File: src/rtl/pulse_pkg.sv
// Shared definitions for the pulse stretcher: FSM state encoding and the
// "zero means one" length helper used for both high and gap phases.
package pulse_pkg;

    typedef enum logic [1:0] {
        S_IDLE = 2'd0,
        S_HIGH = 2'd1,
        S_GAP  = 2'd2
    } state_t;

    // A programmed length of 0 is treated as 1 so every phase lasts at least one cycle.
    function automatic int unsigned max1(input int unsigned x);
        return (x == 0) ? 1 : x;
    endfunction

endpackage

File: src/rtl/pend_counter.sv
// Saturating up/down event counter. Simultaneous inc and dec cancel out;
// it never wraps above all-ones nor below zero.
module pend_counter #(
    parameter int PW = 4
) (
    input  logic          clk,
    input  logic          rst,
    input  logic          i_inc,
    input  logic          i_dec,
    output logic [PW-1:0] o_count,
    output logic          o_sat
);

    localparam logic [PW-1:0] ONE = PW'(1);

    logic [PW-1:0] r_count;

    always_ff @(posedge clk) begin
        if (rst) begin
            r_count <= '0;
        end else if (i_inc && !i_dec && !o_sat) begin
            r_count <= r_count + ONE;
        end else if (i_dec && !i_inc && (r_count != '0)) begin
            r_count <= r_count - ONE;
        end
    end

    assign o_count = r_count;
    assign o_sat   = &r_count;

endmodule

File: src/rtl/pulse_stretcher.sv
// Stretches single-cycle triggers into level pulses of programmable length,
// either queueing triggers that arrive while busy or retriggering the high phase.
module pulse_stretcher
    import pulse_pkg::*;
#(
    parameter int LW = 8,
    parameter int PW = 4
) (
    input  logic          clk,
    input  logic          rst,
    input  logic          pulse_in,
    input  logic [LW-1:0] len,
    input  logic [LW-1:0] gap,
    input  logic          retrig,
    input  logic          ovf_clr,
    output logic          out,
    output logic          busy,
    output logic [PW-1:0] pending,
    output logic          ovf
);

    state_t        r_state;
    logic [LW-1:0] r_cnt;
    logic          r_out;
    logic          r_busy;
    logic          r_ovf;

    logic [LW-1:0] w_len1;
    logic [LW-1:0] w_gap1;
    logic          w_cnt_last;
    logic          w_pend_nz;
    logic          w_inc;
    logic          w_dec;
    logic          w_sat;
    logic          w_drop;
    logic [PW-1:0] w_pending;

    assign w_len1     = LW'(max1(32'(len)));
    assign w_gap1     = LW'(max1(32'(gap)));
    assign w_cnt_last = (r_cnt == LW'(1));
    assign w_pend_nz  = (w_pending != '0);

    // At the end of a gap a queued trigger is replayed; a same-cycle trigger
    // then takes its place in the queue, so inc and dec cancel.
    always_comb begin
        w_inc = 1'b0;
        w_dec = 1'b0;
        case (r_state)
            S_HIGH: w_inc = pulse_in & ~retrig;
            S_GAP: begin
                if (w_cnt_last) begin
                    w_dec = w_pend_nz;
                    w_inc = pulse_in & w_pend_nz;
                end else begin
                    w_inc = pulse_in & (~retrig | ~w_pend_nz);
                end
            end
            default: ;
        endcase
    end

    assign w_drop = w_inc & ~w_dec & w_sat;

    pend_counter #(.PW(PW)) u_pend (
        .clk     (clk),
        .rst     (rst),
        .i_inc   (w_inc),
        .i_dec   (w_dec),
        .o_count (w_pending),
        .o_sat   (w_sat)
    );

    always_ff @(posedge clk) begin
        if (rst) begin
            r_state <= S_IDLE;
            r_cnt   <= '0;
            r_out   <= 1'b0;
            r_busy  <= 1'b0;
            r_ovf   <= 1'b0;
        end else begin
            if (w_drop) begin
                r_ovf <= 1'b1;
            end else if (ovf_clr) begin
                r_ovf <= 1'b0;
            end

            case (r_state)
                S_IDLE: begin
                    if (pulse_in) begin
                        r_state <= S_HIGH;
                        r_cnt   <= w_len1;
                        r_out   <= 1'b1;
                        r_busy  <= 1'b1;
                    end
                end
                S_HIGH: begin
                    if (retrig && pulse_in) begin
                        r_cnt <= w_len1;
                    end else if (w_cnt_last) begin
                        r_state <= S_GAP;
                        r_cnt   <= w_gap1;
                        r_out   <= 1'b0;
                    end else begin
                        r_cnt <= r_cnt - LW'(1);
                    end
                end
                S_GAP: begin
                    if (w_cnt_last) begin
                        if (w_pend_nz || pulse_in) begin
                            r_state <= S_HIGH;
                            r_cnt   <= w_len1;
                            r_out   <= 1'b1;
                        end else begin
                            r_state <= S_IDLE;
                            r_cnt   <= '0;
                            r_busy  <= 1'b0;
                        end
                    end else begin
                        r_cnt <= r_cnt - LW'(1);
                    end
                end
                default: begin
                    r_state <= S_IDLE;
                    r_cnt   <= '0;
                    r_out   <= 1'b0;
                    r_busy  <= 1'b0;
                end
            endcase
        end
    end

    assign out     = r_out;
    assign busy    = r_busy;
    assign pending = w_pending;
    assign ovf     = r_ovf;

endmodule

File: config.mk
export PLATFORM = sky130hd
export DESIGN_NAME = pulse_stretcher
export DESIGN_NICKNAME = d
export VERILOG_FILES = /design/src/rtl/pulse_pkg.sv /design/src/rtl/pend_counter.sv /design/src/rtl/pulse_stretcher.sv
export SDC_FILE = /design/constraint.sdc
export NUM_CORES = 1
export LEC_CHECK = 0
export CORE_AREA = 2 2 74 48
export CTS_CLUSTER_DIAMETER = 50
export CTS_CLUSTER_SIZE = 28
export DETAILED_ROUTE_END_ITERATION = 8
export DIE_AREA = 0 0 76 50
export PLACE_DENSITY_LB_ADDON = 0.12
export SLEW_MARGIN = 25
export SYNTH_ARGS = -nofsm -noshare
export SYNTH_HDL_FRONTEND = slang
export SYNTH_SLANG_ARGS = --single-unit
File: constraint.sdc
create_clock -name clk -period 2.9 [get_ports clk]
set_clock_uncertainty 0.2 [all_clocks]
set_input_delay 0.725 -clock clk [delete_from_list [all_inputs] [get_ports clk]]
set_output_delay 0.725 -clock clk [all_outputs]
set_load 0.1 [all_outputs]
### Register map, names as in the netlist, run 1

Other sequential cells in the stronger gray, the rest of the logic in the fainter gray.
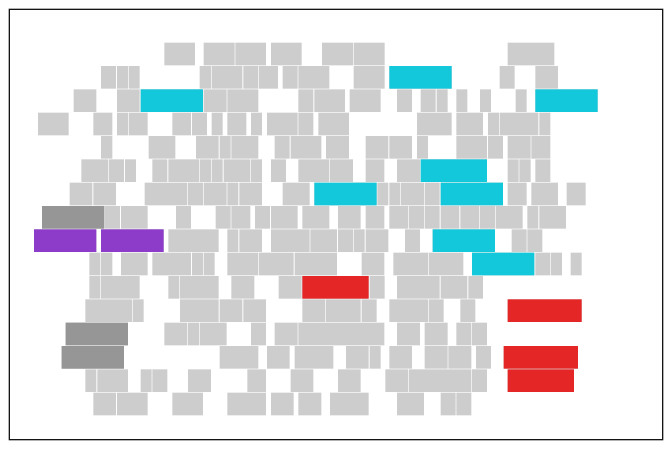
r_state -> purple  # flops 2
r_cnt -> cyan  # flops 8
u_pend.o_count -> red  # flops 4, where bottom right
not colored = 3

### Clock distribution, run 1

The bar under the picture is 20 um long.
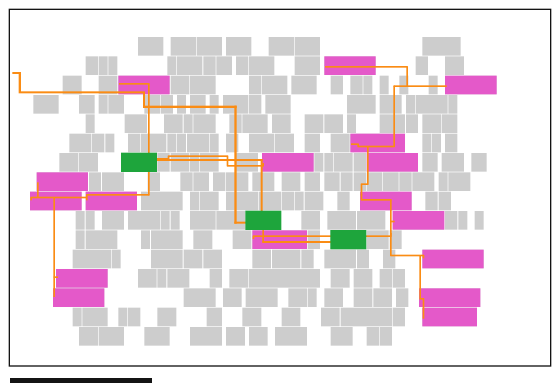
clock wires -> orange  # length 265 um
clock-net drivers -> green  # count 3
flip-flops -> magenta  # count 17
routed clock nets = 4

==> results.txt, run 1 <==
run results: worst-margin pin slew 599.4 ps, via count 1534, status finished, final reports clean, Seq share, synth 24.91%, Post-synth EDFFs 0, dpl cell area 0.001775 mm^2, Core Util, Final 60.52%, DP HPWL 3431 um, IO buf count 27, Non-Filler Instances 264, CTS clk-pin slew, worst paths 70 ps, first-pass GRT wire length 7348 um, yosys warns 0, Critical Setup Path Class reg2reg, Post-synth regs 17, Largest register FFs 8, DIE AREA 0.003800 mm^2, Post-DRT Antenna Nets 0, hold depth 2, Mapped Cells 176, Yosys Chip Area 0.001366 mm^2, Pwr top combinational cells, TritonCTS clock tree built, top cells by count 17 x a21oi_1, 17 x dfxtp_1, 17 x nor2_1, FP Core Util 44.03%, clk_lat worst skew 260 ps, largest net degree at the start of global routing 13, routed len/inst 16.78 um, fin area 0.001878 mm^2, Max VDD drop 0.0006622 V, count of unique library cells instantiated by Yosys 49, yosys cell count 176, Nets 250, WL final 4431 um, Synth Net Count 206, PostCTS Resize Cnt 2, Final Critical Period 2780 ps, average size of a mapped cell 7.763 um^2, FF-to-FF Start r_cnt[1]$_SDFFE_PP0P_
### Pin placement, run 1

Pins as bars across the die edge, other pins in gray.
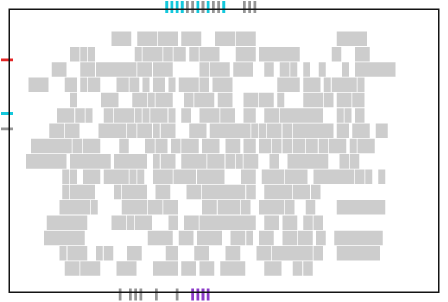
clk -> red  # pins 1, direction input, edge left
pending -> purple  # pins 4, direction output, edge bottom
gap -> cyan  # pins 8, direction input, edge 7 top, 1 left

[run 1: per-layer routing]
layer / routed length [um] / GRT usage (%) / part of all wire (%)
met1: 2136 / 35.67 / 48
met2: 1942 / 36.90 / 44
met3: 317 / 5.495 / 7.2
met4: 34 / 6.364 / 0.77
met5: 0 / 0 / 0
[run 1: per-stage QoR]
stage               setup WS (ps)  hold slack, ps
finish                      119.8           283.0
global route               -41.76           312.4
CTS                         20.39           292.5
detailed placement         -359.7           282.5
global placement           -179.6           275.8
floorplan                   19.75           248.0
[run 1: worst max-delay path by stage]
stage | startpoint | to | slack, ps | depth (start not counted)
global route | r_state[0]$_SDFFE_PP0P_ | u_pend.o_count[3]$_SDFFE_PP0P_ | -40 | 11
global placement | retrig | u_pend.o_count[3]$_SDFFE_PP0P_ | -180 | 10
floorplan | u_pend.o_count[3]$_SDFFE_PP0P_ | u_pend.o_count[3]$_SDFFE_PP0P_ | 20 | 10
finish | r_cnt[1]$_SDFFE_PP0P_ | u_pend.o_count[3]$_SDFFE_PP0P_ | 120 | 12
detailed placement | retrig | u_pend.o_count[3]$_SDFFE_PP0P_ | -360 | 10
CTS | retrig | u_pend.o_count[3]$_SDFFE_PP0P_ | 20 | 10
[run 1: area by class of cell]
class | count | area, um^2 | area share [%]
repair buffers | 46 | 400.4 | 21.32
clock buffers | 3 | 41.29 | 2.199
multi-input cells | 140 | 978.4 | 52.10
flip-flops and latches | 17 | 351.6 | 18.72
clock inverters | 1 | 5.005 | 0.2665
well taps | 45 | 56.30 | 2.998
inverters | 12 | 45.04 | 2.398
[run 1: cell families after synthesis]
group / share of synthesized area [%]
flops: 24.91
xor+xnor: 3.205
buf+inv: 7.050
fa+ha+maj: 8.792
compound gates: 30.22
mux: 1.465
simple gates: 24.36
### Wiring by layer, run 1

The bar under the picture is 20 um long.
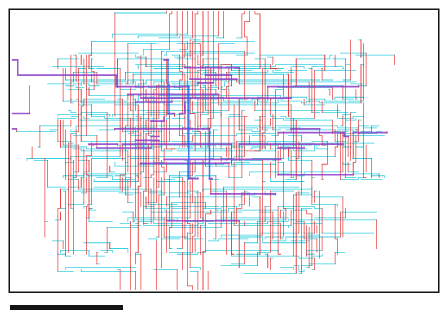

==> inputs of run 2 (changes only) <==
--- a/config.mk
+++ b/config.mk
@@ -11,6 +11,7 @@
 export DETAILED_ROUTE_END_ITERATION = 8
 export DIE_AREA = 0 0 76 50
 export PLACE_DENSITY_LB_ADDON = 0.12
+export RECOVER_POWER = 50
 export SLEW_MARGIN = 25
 export SYNTH_ARGS = -nofsm -noshare
 export SYNTH_HDL_FRONTEND = slang
### Wiring by layer, run 2

The bar under the picture is 20 um long.
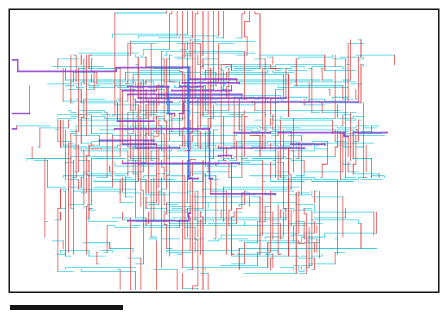
M4 -> blue  # wire length 33.3 um
M2 -> red  # wire length 1910 um
M1 -> cyan  # wire length 2180 um
M3 -> purple  # wire length 313 um

==> results.txt, run 2 <==
run results: mi-comb count 140 (unchanged), Post-DRT Antenna Nets 0 (unchanged), routed len/inst 16.83 um (+0.25%), CTS clk-pin slew, worst paths 70 ps (about the same), Nets 250 (unchanged), status finished, final reports clean, Post-synth EDFFs 0 (unchanged), Largest register FFs 8 (unchanged), # Taps 45 (unchanged), Pwr top combinational cells, Setup WS pre-CTS -359.7 ps (unchanged), worst-margin pin slew 1173 ps (+573.7 ps), IO buf count 27 (unchanged), Synth Net Count 206 (unchanged), yosys warns 0 (unchanged), Basic Gates by Area 24.36% (unchanged), clk_lat worst skew 260 ps (about the same), fraction of area in registers 19.03% (+0.30 points), Global Route met3 Usage 5.495% (unchanged), multi-input combinational area share 52.95% (+0.85 points), top cells by count 17 x a21oi_1, 17 x dfxtp_1, 17 x nor2_1, Post-synth regs 17 (unchanged), register area 351.6 um^2 (unchanged), DP HPWL 3431 um (unchanged), Multi-input gate area 978.4 um^2 (unchanged), NonClk Buf Share 20.04% (-1.3 points), largest net degree at the start of global routing 13 (unchanged), Mapped Cells 176 (unchanged), yosys cell count 176 (unchanged), Final Critical Period 2776 ps (-4.572 ps), gr busiest metal met2, average size of a mapped cell 7.763 um^2 (unchanged), GRT met1 Usage 35.67% (unchanged), Filler Cells Inserted 296, Seq share, synth 24.91% (unchanged), final setup margin 124.3 ps (+4.572 ps), Synth mux share 1.465% (unchanged), yosys xor share 3.205% (unchanged), yosys aoi share 30.22% (unchanged), Largest cell class multi-input combinational cells, P&R area growth vs syn 35.26%, first-pass GRT wire length 7348 um (unchanged), vias in the first global route 1477, WL final 4442 um (+0.25%), via count 1543 (+0.59%), count of unique library cells instantiated by Yosys 49 (unchanged), Buffers, non-clock 46 (unchanged), DIE AREA 0.003800 mm^2 (unchanged), FP Core Util 44.03% (unchanged), Critical Setup Path Class reg2reg, Logic family by area AND-OR/OR-AND gates, fa+ha+maj area frac 8.791% (unchanged)
-- run 2: path summary, 6_finish.rpt --
kind | from | endpoint | depth (start not counted)
max | r_cnt[1]$_SDFFE_PP0P_ | u_pend.o_count[3]$_SDFFE_PP0P_ | 12
min | r_cnt[1]$_SDFFE_PP0P_ | r_cnt[1]$_SDFFE_PP0P_ | 2
min reg2reg | r_cnt[1]$_SDFFE_PP0P_ | r_cnt[1]$_SDFFE_PP0P_ | 2
max reg2reg | r_cnt[1]$_SDFFE_PP0P_ | u_pend.o_count[3]$_SDFFE_PP0P_ | 12
-- run 2: what timing repair did --
action                     CTS  global route
hold buffers                 0             0
pin swaps                    0             4
setup endpoints to repair    1             1
gates resized                2            12
setup buffers                0             1
-- run 2: metal layers --
layer	part of all wire, %	vias up	routed length, um
li1	-	753	-
met1	49	723	2182
met2	43	61	1913
met3	7.0	6	312
met4	0.74	0	33
met5	0	-	0
-- run 2: stage by stage --
| stage | instance area [um^2] | cells | TNS (ps) | hold slack [ps] | util, % |
|---|---|---|---|---|---|
| 2_1_floorplan | 1383 | 176 | 0 | 248.0 | - |
| 3_3_place_gp | 1775 | 259 | -179.6 | 275.8 | 57.22 |
| 3_5_place_dp | 1775 | 259 | -359.7 | 282.5 | 57.22 |
| 4_1_cts | 1827 | 263 | 0 | 292.5 | 58.87 |
| 5_1_grt | 1848 | 264 | -41.75 | 312.4 | 59.56 |
| 6_report | 1848 | 264 | 0 | 280.8 | 59.56 |
-- run 2: logic make-up after synthesis --
family / Yosys count
xor+xnor: 5
mux: 2
fa+ha+maj: 9
buf+inv: 19
flops: 17
compound gates: 61
simple gates: 63
Power figures rest on the tool's default switching activity, not on a simulated workload.
